File: src/rtl/fir_tap_sequencer.sv
// Sequential FIR filter: one tap per cycle through an external multiply-add, with valid/ready handshakes.
// Optional FIR_SATURATE_EN clamps the shifted accumulator to the DATA_W range instead of wrapping.
module fir_tap_sequencer #(
  parameter int NTAPS     = 8,
  parameter int DATA_W    = 16,
  parameter int ACC_W     = 32,
  parameter int OUT_SHIFT = 15
) (
  input  logic                     clk,
  input  logic                     reset,
  input  logic                     in_valid,
  output logic                     in_ready,
  input  logic signed [DATA_W-1:0] in_data,
  output logic                     out_valid,
  input  logic                     out_ready,
  output logic        [DATA_W-1:0] out_data,
  input  logic                     coef_we,
  input  logic              [5:0]  coef_addr,
  input  logic signed [DATA_W-1:0] coef_wdata,
  output logic signed [DATA_W-1:0] mac_a,
  output logic signed [DATA_W-1:0] mac_b,
  output logic signed [ACC_W-1:0]  mac_din,
  input  logic signed [ACC_W-1:0]  mac_c
);

  localparam int IW = (NTAPS > 1) ? $clog2(NTAPS) : 1;
  localparam logic [IW-1:0] LAST_IDX = IW'(NTAPS - 1);

  typedef enum logic [1:0] {IDLE, MAC, OUT} state_t;

  state_t                    state;
  logic signed [DATA_W-1:0]  delay [NTAPS];
  logic signed [DATA_W-1:0]  coef  [NTAPS];
  logic signed [ACC_W-1:0]   acc;
  logic        [IW-1:0]      idx;
  logic        [DATA_W-1:0]  result;
  logic                      coef_hit;

  assign in_ready = (state == IDLE);
  assign coef_hit = coef_we && ({1'b0, coef_addr} < 7'(NTAPS));

  assign mac_a   = (state == MAC) ? delay[idx] : '0;
  assign mac_b   = (state == MAC) ? coef[idx]  : '0;
  assign mac_din = (state == MAC) ? acc        : '0;

`ifdef FIR_SATURATE_EN
  localparam logic signed [ACC_W-1:0] SAT_MAX = {{(ACC_W-DATA_W+1){1'b0}}, {(DATA_W-1){1'b1}}};
  localparam logic signed [ACC_W-1:0] SAT_MIN = {{(ACC_W-DATA_W+1){1'b1}}, {(DATA_W-1){1'b0}}};
  logic signed [ACC_W-1:0] shifted;

  assign shifted = acc >>> OUT_SHIFT;

  always_comb begin
    result = shifted[DATA_W-1:0];
    if (shifted > SAT_MAX)
      result = SAT_MAX[DATA_W-1:0];
    else if (shifted < SAT_MIN)
      result = SAT_MIN[DATA_W-1:0];
  end
`else
  always_comb begin
    result = DATA_W'(acc >>> OUT_SHIFT);
  end
`endif

  // OUT spends one cycle latching the result before raising out_valid, so data is stable from the first valid cycle.
  always_ff @(posedge clk or posedge reset) begin
    if (reset) begin
      state     <= IDLE;
      acc       <= '0;
      idx       <= '0;
      out_valid <= 1'b0;
      out_data  <= '0;
      for (int k = 0; k < NTAPS; k++) begin
        delay[k] <= '0;
        coef[k]  <= '0;
      end
    end else begin
      case (state)
        IDLE: begin
          if (coef_hit)
            coef[coef_addr[IW-1:0]] <= coef_wdata;
          if (in_valid) begin
            delay[0] <= in_data;
            for (int k = 1; k < NTAPS; k++)
              delay[k] <= delay[k-1];
            acc   <= '0;
            idx   <= '0;
            state <= MAC;
          end
        end
        MAC: begin
          acc <= mac_c;
          if (idx == LAST_IDX) begin
            idx   <= '0;
            state <= OUT;
          end else begin
            idx <= idx + IW'(1);
          end
        end
        OUT: begin
          if (!out_valid) begin
            out_valid <= 1'b1;
            out_data  <= result;
          end else if (out_ready) begin
            out_valid <= 1'b0;
            state     <= IDLE;
          end
        end
        default: state <= IDLE;
      endcase
    end
  end

endmodule

File: config.mk
export PLATFORM = sky130hd
export DESIGN_NAME = fir_tap_sequencer
export DESIGN_NICKNAME = d
export VERILOG_FILES = /design/src/rtl/fir_tap_sequencer.sv
export SDC_FILE = /design/constraint.sdc
export NUM_CORES = 1
export LEC_CHECK = 0
export CAP_MARGIN = 10
export CORE_ASPECT_RATIO = 1.4
export CORE_MARGIN = 1
export CORE_UTILIZATION = 30
export CTS_BUF_LIST = sky130_fd_sc_hd__clkbuf_8
export DETAILED_ROUTE_END_ITERATION = 12
export PLACE_DENSITY = 0.46
export SLEW_MARGIN = 20
export SYNTH_ARGS = -nofsm -noshare
export SYNTH_HDL_FRONTEND = slang
export SYNTH_SLANG_ARGS = --single-unit
export TNS_END_PERCENT = 50
File: constraint.sdc
create_clock -name clk -period 12.3 [get_ports clk]
set_input_delay 2.46 -clock clk [delete_from_list [all_inputs] [get_ports clk]]
set_output_delay 2.46 -clock clk [all_outputs]
set_load 0.02 [all_outputs]
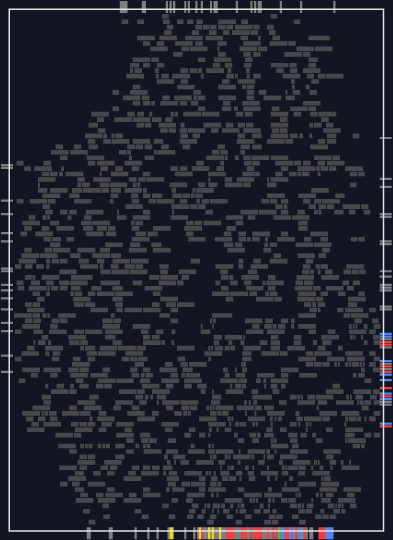
run_1/pinout.png
Scale: 2 px per um. Pins as bars across the die edge, other pins in gray.
Key: green = `out_valid` [pins 1, direction output, edge bottom]; red = `mac_din` [pins 32, direction output, edge 25 bottom, 7 right]; yellow = `coef_addr` [pins 6, direction input, edge bottom]; blue = `out_data` [pins 16, direction output, edge 8 bottom, 8 right]
All pins by edge: 82 bottom, 35 right, 24 top, 16 left.

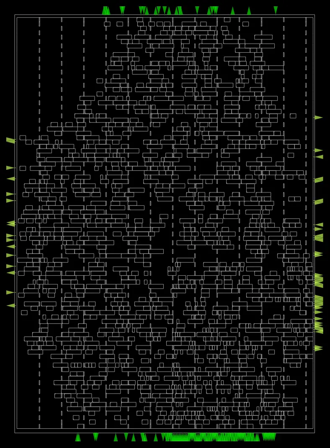
run_1/placed.png
# rows: 94
flop share of the area: 44.1%
Layout Utilization: 37.4%
total core area: 47000 um^2

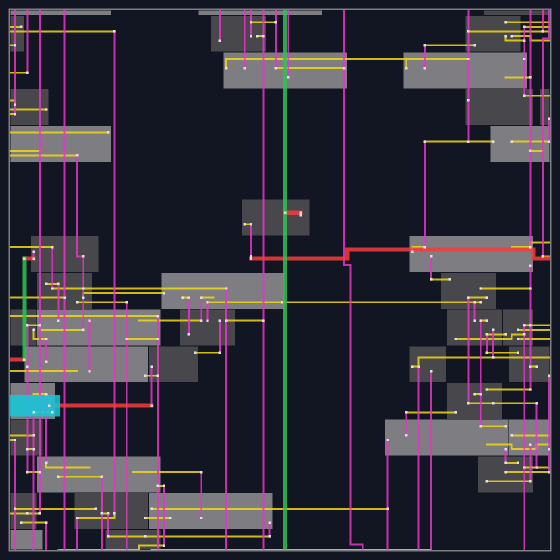
run_1/closeup.png
Window x 73 to 113, y 110 to 150 um. Cells in gray, sequential cells in the stronger gray; small squares are vias.
Key: green = M4; magenta = M2; red = M3; cyan = M5; yellow = M1
Most frequent: mux2_2 (11), dfrtp_1 (10), clkbuf_8 (3). Netlist names of flops here include `coef` (5), `delay` (5). Sequential cells in the window: 10. 29 logic cells have their middle in the window.

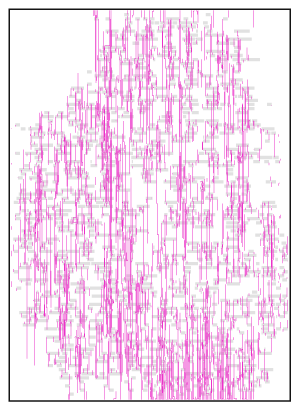
run_1/m2.png
Scale: 1.5 px per um.
1128 nets have wire on it. The layer holds 53% of the routed length. The longest straight run is 91.8 um. The wires run mostly vertical. The layer carries 18800 um of wire.
GRT met2 Usage: 27.1%
Vias: 8802
Routed WL: 35.5 mm

==> impl_metrics.json, run 1 <==
{
  "pre_cts_slack_ns": 6.26,
  "yosysSeqAreaShare_pct": 54.3,
  "yosysTopAreaCell": "dfrtp_1",
  "vias_per_cell": 4.71,
  "fin_worst_skew_ns": 0.0348,
  "rsz0062_at_grt": "no",
  "maxSlewViolCount": 0,
  "highest_layer": "met5",
  "mostFrequentLayoutCells": "360 x mux2_2, 309 x dfrtp_1, 156 x clkdlybuf4s50_1",
  "fp_util_pct": 30.4,
  "instances_no_fill": 1868,
  "synth.comb.largest_family": "multiplexers",
  "cts_buffer_depth": 3,
  "ant_nets": 0,
  "synthArstFlopShare_pct": 100,
  "gr-usage-met3_pct": 2.55,
  "areaGrowthSynthToFinish_pct": 23.3,
  "cts_buffers": 55,
  "postCtsSetupBuffers": 0,
  "status": "completed",
  "start_kind": "flip-flop",
  "post_drt_wl_per_cell_um": 19.0,
  "drtIter0Drc": 362,
  "met3WireLength_mm": 1.14,
  "r2r_slack_ns": 9.67,
  "avgSynthCellArea_um2": 13.6,
  "crit_path_end_kind": "output pin",
  "cts_tree": "done",
  "max_cap_viol_count": 0,
  "nets": 1279,
  "lay_top_count": "mux2_2",
  "log.warning_count": 30,
  "totalPowerFinal_mw": 4.51,
  "max_freq_mhz": 157,
  "grt_max_degree": 177,
  "die_h_um": 260,
  "clockRootBuffer": "clkbuf_8",
  "whs_ns": 0.498,
  "edf_count": 0,
  "relSlewSlack_pct": 29.5,
  "min_period_ns": 6.35,
  "dpl_cell_area_um2": 16400,
  "worst_pin_slew_ns": 1.06,
  "ios": 157,
  "grt.overflow.total": 0,
  "wl_met2_mm": 18.8,
  "adder_share_pct": 0.175,
  "syn_inst": 1047,
  "dr.pass1.iters": 4,
  "yosys.area_share.simple_pct": 6.20,
  "top_cells_by_area": "dfrtp_1 54%, mux2_2 28%, mux2_4 4.2%",
  "flop_cell": "dfrtp_1",
  "cts_sinks": 310,
  "yosysWarnings": 0,
  "die_area_um2": 48500,
  "grt_pass1_vias": 9534,
  "dpl.hpwl_mm": 20.7,
  "drc": 0,
  "hp-class": "reg2reg",
  "use_met1_pct": 17.4,
  "yosys_area_um2": 14300,
  "cts.clk_slew.worst_paths_ns": 0.06,
  "htree_levels": 2,
  "synth-xor-area-share_pct": 0,
  "setup_viol": 0,
  "yosys.area.top_type_share_pct": 54.3,
  "drive_gt1_share_pct": 41.3,
  "gp_congestion": 0.703,
  "hold_buffers": 0,
  "cts_resized": 0,
  "route.layer.met1.wl_mm": 14.7,
  "worstSkewPairLatency_ns": 0.60,
  "setup_ws_ns": 5.95,
  "hold_viol_final": 0,
  "mux_area_share_pct": 32.7,
  "yosys-top-cells-count": "360 x mux2_2, 310 x dfrtp_1, 69 x nand2_1, 64 x o22ai_1, 40 x mux2_4"
}
run 1: flip-flops by register name (all words and copies together), names as in the netlist:
name,count
idx,3
coef,128
acc,32
delay,128
state,2
out_data,16
out_valid,1
run 1: critical path: stages, from the launching register on:
cell and delay (ns):
dfrtp_4 0.92, buf_4 0.52, buf_16 0.31, mux2_2 0.21, o22ai_1 0.07, nor3_1 0.47, clkdlybuf4s50_1 0.72
run 1: kinds of logic after synthesis:
group	Yosys count
multiplexers	401
flip-flops	310
AND/OR/NAND/NOR	159
AND-OR/OR-AND	102
buffers and inverters	73
adder cells (fa/ha/maj)	2
run 1: power by group:
part,internal (mW),switching (mW),leakage (nW),total [mW]
sequential,1.36,0.252,4.04,1.61
combinational,0.980,0.933,3.42,1.91
clock,0.551,0.433,0.656,0.985
run 1: path summary, 6_finish.rpt:
path                                      startpoint  cells after the start               endpoint
worst max-delay path              idx[1]$_DFFE_PP0P_                      6               mac_b[0]
worst min-delay path            coef[66]$_DFFE_PP0P_                      1   coef[66]$_DFFE_PP0P_
worst max register to register  state[0]$_DFFE_PP0P_                      4  delay[23]$_DFFE_PP0P_
worst min register to register  coef[66]$_DFFE_PP0P_                      1   coef[66]$_DFFE_PP0P_
max in group asynchronous                      reset                      4  delay[94]$_DFFE_PP0P_
min in group asynchronous                      reset                      2     acc[4]$_DFFE_PP0P_
run 1: cell type report:
class                      count  area, um^2  share of cell area (%)
inverter                       2        15.0                  0.0853
timing repair buffer         169        1710                    9.72
antenna                        1        2.50                  0.0142
clock buffer                  70         963                    5.47
sequential                   310        7760                    44.1
multi-input combinational    664        6200                    35.2
tap                          624         781                    4.43
clock inverter                28         178                    1.01
==> inputs of run 2 (changes only) <==
PLACE_DENSITY = 0.48   (was 0.46)
clock period = 5.6 ns   (was 12.3 ns; I/O delays follow)
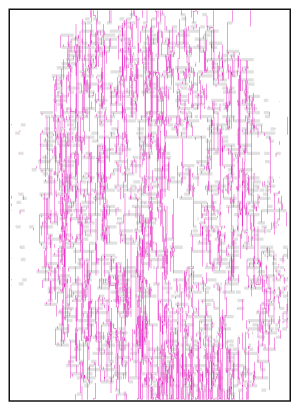
run_2/m2.png
Scale: 1.5 px per um.
The layer carries 17700 um of wire. The wires run mostly vertical. 1130 nets have wire on it. The longest straight run is 86.7 um.

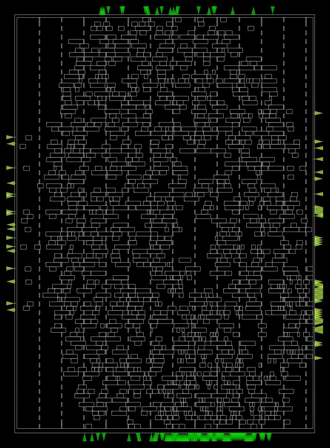
run_2/placed.png
FILL cells: 4564
tap cells: 624
Seq cells: 310
Layout Utilization: 37.4%
final non-filler cell total: 1868

==> run 2 against run 1 <==
  * Clock power rose by 110%
  * Combinational power rose by 120%
  * Flip-flop count did not move
  * Sequential share of layout area rose by 0.072 points
  * Routed wire length fell by 2.6%
  * Global-route usage fell by 0.40 points
==> impl_metrics.json, run 2 <==
{
  "use_met1_pct": 17.4,
  "top_cells_by_area": "dfrtp_1 54%, mux2_2 28%, mux2_4 4.2%",
  "cts_sinks": 310,
  "max_freq_mhz": 224,
  "die_area_um2": 48500,
  "lay_top_count": "mux2_2",
  "log.warning_count": 30,
  "maxSlewViolCount": 0,
  "grt_pass1_vias": 9453,
  "drt_wl_total_mm": 34.6,
  "min_from": "coef[108]$_DFFE_PP0P_",
  "crit_chain": "buf_4 -> mux2_2 -> o22ai_1 -> nor3_1 -> clkdlybuf4s50_1",
  "worstSkewPairLatency_ns": 0.60,
  "mostFrequentLayoutCells": "360 x mux2_2, 309 x dfrtp_1, 156 x clkdlybuf4s50_1",
  "avgSynthCellArea_um2": 13.6,
  "yosysSeqAreaShare_pct": 54.3,
  "hold_viol_final": 0,
  "core_area_um2": 47000,
  "fp_util_pct": 30.4,
  "min_to": "coef[108]$_DFFE_PP0P_",
  "p_sw_mw": 3.52,
  "hold_buffers": 0,
  "status": "completed",
  "min_path_cells": 1,
  "reg2reg_from": "state[0]$_DFFE_PP0P_",
  "htree_levels": 2,
  "yosysWarnings": 0,
  "areaGrowthSynthToFinish_pct": 23.1,
  "pwr-share-clk_pct": 20.9,
  "grt.overflow.total": 0,
  "power.internal_mw": 6.29,
  "fin_worst_skew_ns": 0.0137,
  "largestRegisters": "coef: 128 flops, delay: 128 flops, acc: 32 flops",
  "dr.pass1.iters": 4,
  "power_frac_comb_pct": 43.0,
  "max_cap_viol_count": 0,
  "cts_buffers": 52,
  "path_depth": 5,
  "relSlewSlack_pct": 29.5,
  "yosysTopAreaCell": "dfrtp_1",
  "cts_buffer_depth": 3,
  "yosys-top-cells-count": "360 x mux2_2, 310 x dfrtp_1, 69 x nand2_1, 64 x o22ai_1, 40 x mux2_4",
  "post_drt_wl_per_cell_um": 18.5,
  "ios": 157,
  "cp_slowest_cell": "dfrtp_4"
}
run 2: area by class of cell:
cell class              count  area, um^2
multi-input cells         664        6200
flip-flops and latches    310        7760
diodes                      3        7.51
clock inverters            22        95.1
fillers                  4564       29500
well taps                 624         781
repair buffers            171        1740
clock buffers              72         991
inverters                   2        11.3
run 2: logic make-up (layout without fill, tap and decap cells):
family | count (synthesis) | in the layout | share of synthesized area [%]
multiplexers | 401 | 401 | 32.7
flip-flops | 310 | 310 | 54.3
AND/OR/NAND/NOR | 159 | 159 | 6.20
AND-OR/OR-AND | 102 | 102 | 4.19
buffers and inverters | 73 | 267 | 2.46
adder cells (fa/ha/maj) | 2 | 2 | 0.175
other | 0 | 3 | 0
run 2: power by group through the flow:
| stage | sequential [mW] | clock, mW | combinational, mW |
|---|---|---|---|
| 6_report | 3.54 | 2.05 | 4.21 |
| 5_1_grt | 3.66 | 2.25 | 4.55 |
| 4_1_cts | 3.55 | 2.15 | 4.30 |
| 3_5_place_dp | 3.59 | 0 | 4.28 |
| 3_3_place_gp | 3.57 | 0 | 4.25 |
| 2_1_floorplan | 3.41 | 0 | 2.77 |
run 2: per-stage QoR:
step                instances  util, %  setup WS, ns  cell area [um^2]
floorplan                1047        -         0.353             14300
global placement         1771     35.0          1.71             16500
detailed placement       1771     35.0          1.69             16500
CTS                      1865     37.4          1.03             17600
global route             1868     37.4         0.965             17600
finish                   1868     37.4          1.14             17600
run 2: per-layer routing:
layer	wire length [um]	share of wire [%]
met1	14700	43
met2	17700	51
met5	29	0.084
met3	1290	3.7
met4	827	2.4
==> inputs of run 3 (changes only) <==
clock period = 3.9 ns   (was 5.6 ns; I/O delays follow)
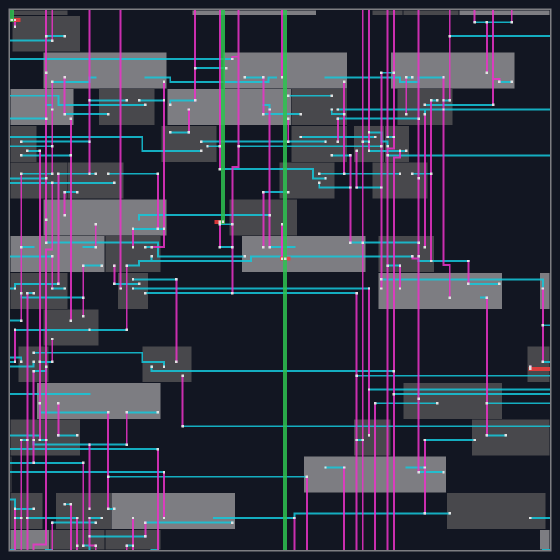
run_3/closeup.png
Window x 73 to 113, y 110 to 150 um. Cells in gray, sequential cells in the stronger gray; small squares are vias.
Key: green = M4; magenta = M2; red = M3; cyan = M1
Sequential cells in the window: 12. Netlist names of flops here include `coef` (6), `delay` (5). Most frequent: mux2_2 (15), dfrtp_1 (11). 41 logic cells have their middle in the window.

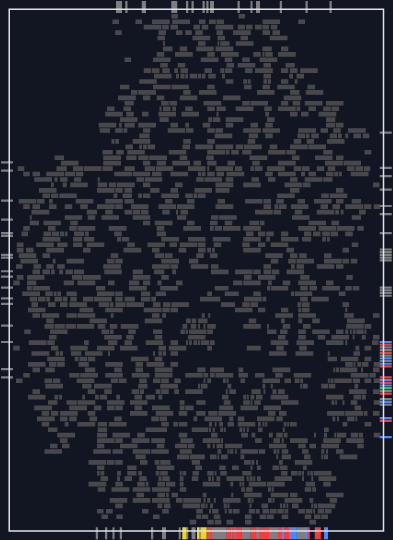
run_3/pinout.png
Scale: 2 px per um. Pins as bars across the die edge, other pins in gray.
Key: green = `out_valid` [pins 1, direction output, edge right]; blue = `out_data` [pins 16, direction output, edge 8 bottom, 8 right]; yellow = `coef_addr` [pins 6, direction input, edge bottom]; red = `mac_din` [pins 32, direction output, edge 25 bottom, 7 right]
All pins by edge: 79 bottom, 39 right, 22 top, 17 left.
I/O Buffers: 156
Die W: 186 um

==> run 3 against run 2 <==
  * Clock skew increased by 0.025 ns
  * Global-route usage up 0.23 points
  * Sequential power grew 42%
  * First-iteration DRC count decreased by 5.6%
  * Clock-buffer cell count decreased by 4
  * Worst hold slack improved by 0.0015 ns
  * Register-to-register slack got worse by 1.6 ns
  * Via count is 0.97% higher
  * Final cell count is 0.70% higher
  * Die size is the same
==> impl_metrics.json, run 3 <==
{
  "status": "completed",
  "drt_wl_total_mm": 34.7,
  "avgSynthCellArea_um2": 13.6,
  "hold_viol_final": 0,
  "yosysTopAreaCell": "dfrtp_1",
  "relSlewSlack_pct": 45.5,
  "htree_levels": 2,
  "mostFrequentLayoutCells": "360 x mux2_2, 309 x dfrtp_1, 156 x clkdlybuf4s50_1",
  "place_inst": 1788,
  "fin_util_pct": 37.7,
  "areaGrowthSynthToFinish_pct": 24.2,
  "pwr-share-clk_pct": 20.7,
  "cts_sinks": 310,
  "yosysSeqAreaShare_pct": 54.3,
  "min_path_cells": 1,
  "yosys-top-cells-count": "360 x mux2_2, 310 x dfrtp_1, 69 x nand2_1, 64 x o22ai_1, 40 x mux2_4",
  "power_frac_comb_pct": 43.8,
  "p_sw_mw": 5.06,
  "ios": 157,
  "hold_buffers": 0,
  "worstSkewPairLatency_ns": 0.59,
  "max_freq_mhz": 271,
  "highest_layer": "met4",
  "route.layer.met1.wl_mm": 14.7,
  "post_drt_wl_per_cell_um": 18.4,
  "fillCellCount": 4574,
  "instances_no_fill": 1881,
  "wl_met2_mm": 17.9,
  "min_to": "coef[82]$_DFFE_PP0P_",
  "setup_ws_ns": 0.208,
  "grt_pass1_vias": 9586,
  "yosysWarnings": 0,
  "crit_chain": "buf_12 -> buf_4 -> mux2_2 -> o22ai_1 -> nor3_1 -> clkdlybuf4s50_1",
  "fp_util_pct": 30.4,
  "max_cap_viol_count": 0,
  "cts_buffers": 52,
  "die_area_um2": 48500,
  "min_from": "coef[82]$_DFFE_PP0P_",
  "cp_slowest_cell": "dfrtp_4",
  "cts_buffer_depth": 3,
  "reg2reg_from": "state[0]$_DFFE_PP0P_"
}
-- run 3: cell type report --
cell class,count,area [um^2],area share [%]
Timing Repair Buffer,188,1910,10.8
Clock inverter,23,120,0.677
Inverter,2,11.3,0.0635
Multi-Input combinational cell,664,6200,35.0
Sequential cell,310,7760,43.8
Antenna cell,2,5.00,0.0282
Clock buffer,68,936,5.28
Tap cell,624,781,4.40
-- run 3: worst max path at each step --
stage | startpoint | endpoint | slack [ns] | depth (start not counted)
final | idx[1]$_DFFE_PP0P_ | mac_b[13] | 0.21 | 6
after global routing | idx[1]$_DFFE_PP0P_ | mac_b[14] | 0.02 | 6
after CTS | idx[0]$_DFFE_PP0P_ | mac_a[7] | 0.005 | 5
after detailed placement | idx[1]$_DFFE_PP0P_ | mac_b[15] | 0.66 | 5
after global placement | idx[1]$_DFFE_PP0P_ | mac_b[15] | 0.70 | 5
after floorplan | reset | acc[0]$_DFFE_PP0P_ | -1.01 | 1
-- run 3: cell families after synthesis --
family	after synthesis	share of synthesized area, %
multiplexers	401	32.7
flip-flops	310	54.3
AND/OR/NAND/NOR	159	6.20
AND-OR/OR-AND	102	4.19
buffers and inverters	73	2.46
adder cells (fa/ha/maj)	2	0.175
-- run 3: worst max-delay path: cells and delay by family (launching register included) --
kind,cells,cell delay (ns)
multiplexers,1,0.34
AND-OR/OR-AND,1,0.16
buffers and inverters,3,1.02
flip-flops,1,0.69
AND/OR/NAND/NOR,1,0.08
-- run 3: power by group through the flow --
stage	sequential [mW]	clock, mW	combinational [mW]
after floorplan	4.90	0	3.97
after global placement	5.07	0	6.26
after detailed placement	5.10	0	6.31
after CTS	5.05	3.07	6.34
after global routing	5.22	3.21	6.71
final	5.03	2.93	6.20

==> layout pictures side by side <==
Routed metal, one color a layer.
Scale: 1.5 px per um. Two of the layers only.
picture 1
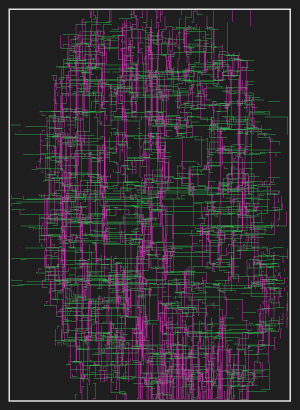
picture 2
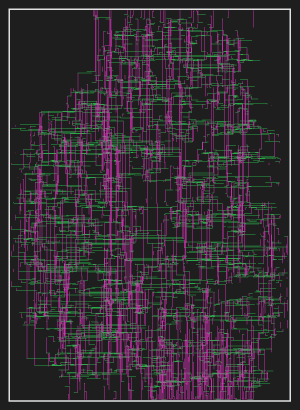
| picture | from |
|---|---|
| picture 2 | run 1 |
| picture 1 | run 2 |

Key to picture 1:
Key: magenta = M2 [wire length 17700 um]; green = M1 [wire length 14700 um]

Power is estimated from default activity; no workload was simulated.
